==> src/rtl/ir_calib_sequencer.sv <==
// ir_calib_sequencer: drives the 8-channel QTR measurement engine, averages white/black
// calibration passes into per-channel thresholds and publishes a line bitmap in RUN.
module ir_calib_sequencer #(
    parameter int TW       = 17,
    parameter int LOG2_NS  = 2,
    parameter int TIMEOUT  = 200000,
    parameter int SCAN_GAP = 1000
) (
    input  logic            wf_clk_i,
    input  logic            reset_i,
    input  logic            cmd_white_i,
    input  logic            cmd_black_i,
    input  logic            cmd_run_i,
    input  logic            cmd_stop_i,
    output logic            meas_start_o,
    output logic [7:0]      chan_sel_o,
    input  logic            meas_done_i,
    input  logic [8*TW-1:0] ttd_bus_i,
    output logic [7:0]      line_bits_o,
    output logic            line_valid_o,
    output logic            cal_valid_o,
    output logic [7:0]      bad_ch_o,
    output logic            err_o,
    output logic            busy_o
);
    localparam int NS = 1 << LOG2_NS;
    localparam int AW = TW + LOG2_NS;

    typedef enum logic [2:0] {IDLE, REQ, WAIT, ACC, COMPUTE, RUN_GAP} state_t;
    typedef enum logic [1:0] {P_WHITE, P_BLACK, P_RUN} ptype_t;

    state_t             state_q;
    ptype_t             ptype_q;
    logic [AW-1:0]      acc_q  [8];
    logic [TW-1:0]      wavg_q [8];
    logic [TW-1:0]      bavg_q [8];
    logic [TW-1:0]      thr_q  [8];
    logic [8*TW-1:0]    ttd_q;
    logic [LOG2_NS:0]   cnt_q;
    logic [31:0]        tmr_q;
    logic [2:0]         ch_q;
    logic               have_w_q, have_b_q, cal_valid_q, err_q;
    logic               meas_start_q, line_valid_q;
    logic [7:0]         chan_sel_q, line_bits_q, bad_ch_q;

    logic [AW-1:0]      sum_d [8];
    logic [TW-1:0]      avg_d [8];
    logic [7:0]         line_d;
    logic [TW:0]        mid_sum;
    logic [TW-1:0]      thr_new;
    logic [LOG2_NS:0]   cnt_inc;

    always_comb begin
        for (int i = 0; i < 8; i++) begin
            sum_d[i]  = acc_q[i] + AW'(ttd_q[i*TW +: TW]);
            avg_d[i]  = sum_d[i][AW-1:LOG2_NS];
            line_d[i] = (ttd_bus_i[i*TW +: TW] > thr_q[i]) & ~bad_ch_q[i];
        end
        // midpoint is formed one bit wider so white+black never wraps
        mid_sum = {1'b0, wavg_q[ch_q]} + {1'b0, bavg_q[ch_q]};
        thr_new = TW'(mid_sum >> 1);
        cnt_inc = cnt_q + 1'b1;
    end

    always_ff @(posedge wf_clk_i or posedge reset_i) begin
        if (reset_i) begin
            state_q      <= IDLE;
            ptype_q      <= P_WHITE;
            for (int i = 0; i < 8; i++) begin
                acc_q[i]  <= '0;
                wavg_q[i] <= '0;
                bavg_q[i] <= '0;
                thr_q[i]  <= '0;
            end
            ttd_q        <= '0;
            cnt_q        <= '0;
            tmr_q        <= '0;
            ch_q         <= '0;
            have_w_q     <= 1'b0;
            have_b_q     <= 1'b0;
            cal_valid_q  <= 1'b0;
            err_q        <= 1'b0;
            meas_start_q <= 1'b0;
            line_valid_q <= 1'b0;
            chan_sel_q   <= '0;
            line_bits_q  <= '0;
            bad_ch_q     <= '0;
        end else begin
            meas_start_q <= 1'b0;
            line_valid_q <= 1'b0;
            if (cmd_stop_i && state_q != IDLE) begin
                state_q    <= IDLE;
                chan_sel_q <= '0;
                cnt_q      <= '0;
            end else begin
                case (state_q)
                    IDLE: begin
                        if (cmd_stop_i) begin
                            err_q <= 1'b0;
                        end else if (cmd_white_i || cmd_black_i) begin
                            for (int i = 0; i < 8; i++) acc_q[i] <= '0;
                            cnt_q        <= '0;
                            ptype_q      <= cmd_white_i ? P_WHITE : P_BLACK;
                            err_q        <= 1'b0;
                            if (cal_valid_q) begin
                                cal_valid_q <= 1'b0;
                                if (cmd_white_i) have_w_q <= 1'b0;
                                else have_b_q <= 1'b0;
                            end
                            state_q      <= REQ;
                            meas_start_q <= 1'b1;
                            chan_sel_q   <= 8'hFF;
                        end else if (cmd_run_i && cal_valid_q) begin
                            ptype_q      <= P_RUN;
                            err_q        <= 1'b0;
                            state_q      <= REQ;
                            meas_start_q <= 1'b1;
                            chan_sel_q   <= 8'hFF;
                        end
                    end
                    REQ: begin
                        tmr_q   <= '0;
                        state_q <= WAIT;
                    end
                    WAIT: begin
                        if (meas_done_i) begin
                            ttd_q      <= ttd_bus_i;
                            chan_sel_q <= '0;
                            state_q    <= ACC;
                            // RUN result is registered here so line_valid lands one cycle after meas_done
                            if (ptype_q == P_RUN) begin
                                line_bits_q  <= line_d;
                                line_valid_q <= 1'b1;
                            end
                        end else if (tmr_q == TIMEOUT - 1) begin
                            err_q      <= 1'b1;
                            chan_sel_q <= '0;
                            cnt_q      <= '0;
                            state_q    <= IDLE;
                        end else begin
                            tmr_q <= tmr_q + 32'd1;
                        end
                    end
                    ACC: begin
                        if (ptype_q == P_RUN) begin
                            tmr_q   <= '0;
                            state_q <= RUN_GAP;
                        end else begin
                            for (int i = 0; i < 8; i++) acc_q[i] <= sum_d[i];
                            cnt_q <= cnt_inc;
                            if (cnt_inc == (LOG2_NS+1)'(NS)) begin
                                for (int i = 0; i < 8; i++) begin
                                    if (ptype_q == P_WHITE) wavg_q[i] <= avg_d[i];
                                    else bavg_q[i] <= avg_d[i];
                                end
                                if (ptype_q == P_WHITE) have_w_q <= 1'b1;
                                else have_b_q <= 1'b1;
                                ch_q    <= '0;
                                state_q <= ((ptype_q == P_WHITE) ? have_b_q : have_w_q) ? COMPUTE : IDLE;
                            end else begin
                                state_q      <= REQ;
                                meas_start_q <= 1'b1;
                                chan_sel_q   <= 8'hFF;
                            end
                        end
                    end
                    COMPUTE: begin
                        thr_q[ch_q]    <= thr_new;
                        bad_ch_q[ch_q] <= bavg_q[ch_q] <= wavg_q[ch_q];
                        ch_q           <= ch_q + 3'd1;
                        if (ch_q == 3'd7) begin
                            cal_valid_q <= 1'b1;
                            state_q     <= IDLE;
                        end
                    end
                    RUN_GAP: begin
                        if (tmr_q == SCAN_GAP - 1) begin
                            state_q      <= REQ;
                            meas_start_q <= 1'b1;
                            chan_sel_q   <= 8'hFF;
                        end else begin
                            tmr_q <= tmr_q + 32'd1;
                        end
                    end
                    default: state_q <= IDLE;
                endcase
            end
        end
    end

    assign meas_start_o = meas_start_q;
    assign chan_sel_o   = chan_sel_q;
    assign line_bits_o  = line_bits_q;
    assign line_valid_o = line_valid_q;
    assign cal_valid_o  = cal_valid_q;
    assign bad_ch_o     = bad_ch_q;
    assign err_o        = err_q;
    assign busy_o       = state_q != IDLE;
endmodule

==> config.mk <==
export PLATFORM = sky130hd
export DESIGN_NAME = ir_calib_sequencer
export DESIGN_NICKNAME = d
export VERILOG_FILES = /design/src/rtl/ir_calib_sequencer.sv
export SDC_FILE = /design/constraint.sdc
export NUM_CORES = 2
export LEC_CHECK = 0
export CAP_MARGIN = 20
export CORE_UTILIZATION = 60
export DETAILED_ROUTE_END_ITERATION = 10
export PLACE_DENSITY = 0.8
export SLEW_MARGIN = 40
export SYNTH_ARGS = -nofsm -noshare
export SYNTH_HDL_FRONTEND = slang
export SYNTH_SLANG_ARGS = --single-unit
==> constraint.sdc <==
create_clock -name wf_clk_i -period 91.2 [get_ports wf_clk_i]
set_clock_uncertainty 0.05 [all_clocks]
set_input_delay 22.8 -clock wf_clk_i [delete_from_list [all_inputs] [get_ports wf_clk_i]]
set_output_delay 22.8 -clock wf_clk_i [all_outputs]
set_load 0.02 [all_outputs]
### M1 wires

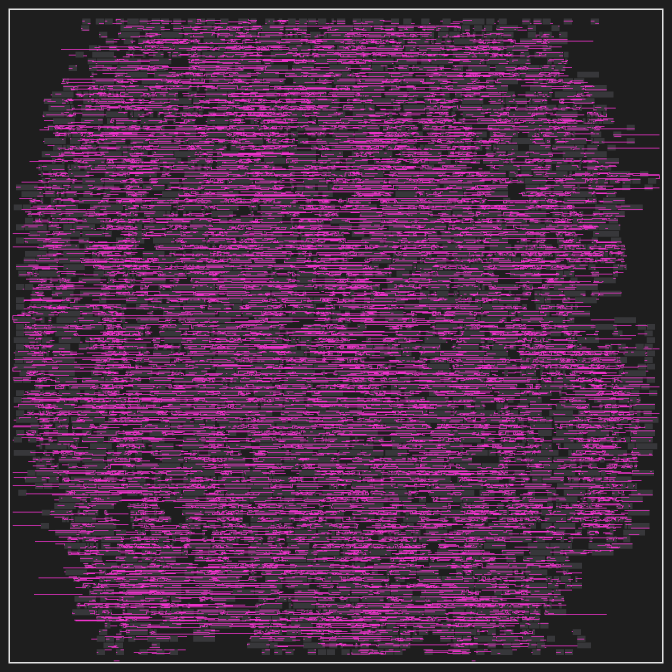
- nets with wire on the layer: 4521
- share of all routed wire: 40%
- wire length on this layer: 48.7 mm
- main direction: horizontal

### The metal 3 layer

Bar = 100 µm.
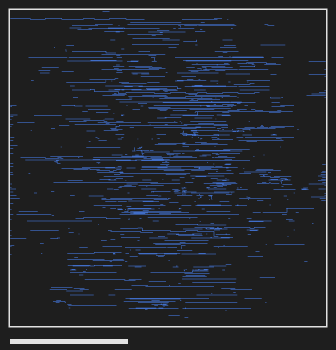
- share of all routed wire: 8.3%
- longest straight run: 101 µm

### The clock network

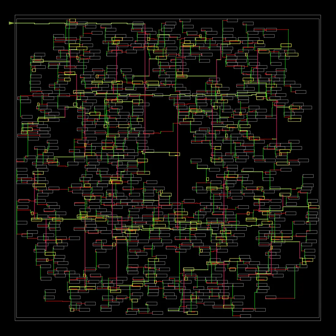
clock sink count: 762
clock latency on the worst-skew pair: 650 ps
Power Clock: 0.000351 W
CLK BUF: 109

### Metal 2

Bar = 100 µm.
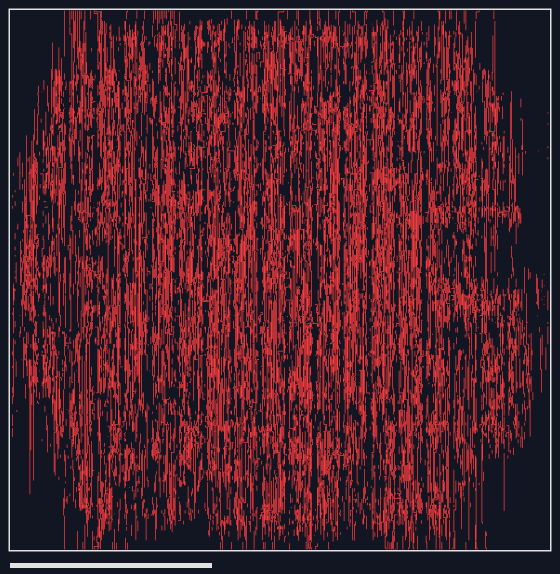
- longest straight run: 128 µm
- nets with wire on the layer: 4089
- main direction: vertical

### The metal 4 layer

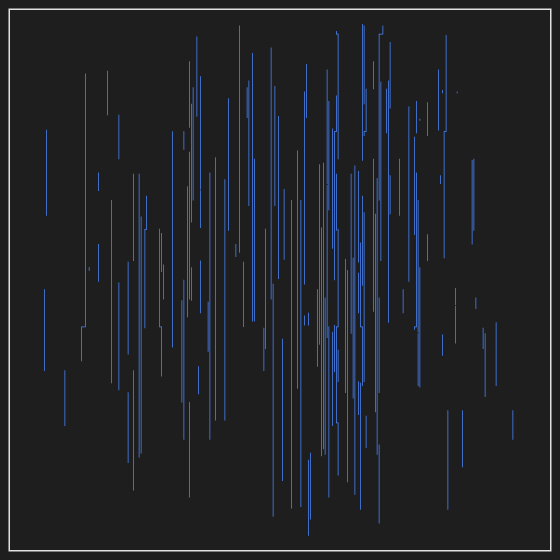
- share of all routed wire: 6.4%
- nets with wire on the layer: 103
- longest straight run: 163 µm
- wire length on this layer: 7740 µm
- main direction: vertical

-- worst paths after layout --
path                             from     endpoint  slack (ps)  depth (start not counted)
max reg2reg                   ch_q[0]   thr_q[117]       85490                         13
max                        cmd_stop_i   wavg_q[67]       65330                          8
min                         thr_q[97]    thr_q[97]         430                          2
max in group asynchronous     reset_i  wavg_q[133]       65830                          6
min in group asynchronous     reset_i   thr_q[101]       22570                          2
min reg2reg                 thr_q[97]    thr_q[97]         430                          2
-- cell families after synthesis --
| family | after synthesis |
|---|---|
| flops | 762 |
| compound gates | 938 |
| simple gates | 1277 |
| xor+xnor | 157 |
| fa+ha+maj | 320 |
| buf+inv | 417 |
| mux | 316 |
-- through the flow --
step	cell area (µm²)	total power [W]	hold slack [ps]	setup WS, ps
finish	48090	0.001075	426.3	65330
global route	48060	0.001118	433.4	65180
CTS	48010	0.001071	424.6	65400
detailed placement	45190	0.0007201	408.6	64770
global placement	44890	0.0007118	403.8	64490
floorplan	42200	0.0006127	383.4	46960
-- cell type report --
cell class              count  area (µm²)
clock buffers             109        2323
fillers                  5055       20980
inverters                 231       879.6
repair buffers            227        2318
well taps                 931        1165
multi-input cells        3008       21800
clock inverters            38       503.0
diodes                      9       22.52
flip-flops and latches    762       19070
-- worst max-delay path, delay by kind of cell --
kind	cells	cell delay, ps
and+or+nand+nor	5	2000
AOI/OAI and AO/OA	1	140
buffers and inverters	2	1390
-- routing by layer --
| layer | share of wire (%) | GRT usage (%) | up-vias |
|---|---|---|---|
| met4 | 6.4 | 19.49 | 8 |
| met3 | 8.3 | 6.657 | 315 |
| li1 | - | - | 15008 |
| met5 | 0.038 | 0 | - |
| met2 | 45 | 53.45 | 1381 |
| met1 | 40 | 46.36 | 16264 |
-- power by group --
part           total (W)  internal [W]  switching (W)
registers       0.000411      0.000377      0.0000347
clock network   0.000351      0.000208       0.000143
logic           0.000312      0.000118       0.000193
-- synth_stat cells, drive strengths merged (8+ instances only) --
| library cell | instances |
|---|---|
| nand2 | 782 |
| dfrtp | 762 |
| o21ai | 328 |
| ha | 311 |
| mux2 | 242 |
| inv | 231 |
| a21oi | 169 |
| nor2 | 156 |
| clkbuf | 144 |
| a22o | 102 |
| xnor2 | 93 |
| a21o | 84 |
| mux4 | 68 |
| xor2 | 64 |
| nand3 | 53 |
| nand4 | 49 |
| buf | 42 |
| o21a | 42 |
| nor2b | 41 |
| nor3 | 41 |
| and2 | 30 |
| a31oi | 29 |
| a211oi | 27 |
| and3 | 25 |
| o21bai | 22 |
| o31ai | 22 |
| nand2b | 21 |
| or3 | 18 |
| nor4 | 15 |
| and4 | 14 |
| o22ai | 12 |
| a21boi | 11 |
| a221o | 10 |
| fa | 9 |
| o211ai | 9 |
| a31o | 8 |
| o2111ai | 8 |
| or2 | 8 |
-- cell usage in the layout (no fill, tap or decap), types with 83 or more instances in the layout --
cell / count
a22o_1: 102
o21ai_0: 321
ha_1: 311
mux2_2: 240
inv_1: 230
nand2_1: 781
a21oi_1: 167
xnor2_1: 83
clkdlybuf4s50_1: 171
nor2_1: 153
a21o_1: 84
dfrtp_1: 759
==> flow_metrics.py <==
# Metrics from the implementation run
metrics = {
    "sta": {
        "setup_violations": 0,
        "maxSlewHeadroom_pct": 34.49,
        "drv_slew": 0,
        "tightestPinTransition_ps": 979.3,
        "period_minus_slack_ps": 25870,
        "rsz0062_at_grt": "false",
        "finalClockPeriodUsage_pct": 28.37,
        "hold_viol": 0,
    },
    "synthesis": {
        "ys_types": 94,
        "synth-xor-area-share_pct": 3.259,
        "avgSynthCellArea_um2": 10.08,
        "ys.flop_type": "dfrtp_1",
        "synth_cells": 4187,
        "fp_nets": 4650,
        "synth-simple-area-share_pct": 13.37,
        "aoi_share_pct": 14.39,
        "synth-edff-count": 0,
        "netlist_area_mm2": 0.04220,
        "muxShareOfSynthArea_pct": 10.25,
        "async_reset_ff_share_pct": 100.0,
        "area_leaders": "dfrtp_1, ha_1, nand2_1",
        "top_area_cell": "dfrtp_1",
        "yosysChipArea_mm2": 0.04220,
        "adder_share_pct": 9.649,
    },
    "place": {
        "gp_congestion": 0.9653,
        "dp_hpwl_mm": 86.93,
    },
    "clocking": {
        "ctsResizeCount": 0,
        "post_cts_buffers": 0,
        "clk_path_buf_depth": 3,
        "cts_tree": "done",
        "hold_buffers": 0,
    },
    "critical_path": {
        "cp_data_required_time_ps": 91730,
        "path_max_fanout": 51,
        "critical_path_class": "in2reg",
        "critPathMaxStageDelay_ps": 780,
    },
    "cells_and_area": {
        "fin_nets": 4774,
        "drive_above_1_share_pct": 13.12,
        "area_growth_pct": 13.96,
    },
    "floorplan": {
        "die_h_um": 267.2,
        "dieArea_mm2": 0.07139,
        "ios": 172,
    },
    "global_route": {
        "grt_pass1_vias": 32161,
        "antenna_found_initial": 13,
    },
    "pwr": {
        "p_leak_nw": 22.89,
    },
    "min_path": {
        "hp-class": "reg2reg",
    },
    "outcome": {
        "outcome": "finished, final reports clean",
    },
    "route": {
        "drc": 0,
        "viasPerCell": 6.204,
        "drtPass1Iterations": 6,
    },
}
Power is estimated from default activity; no workload was simulated.
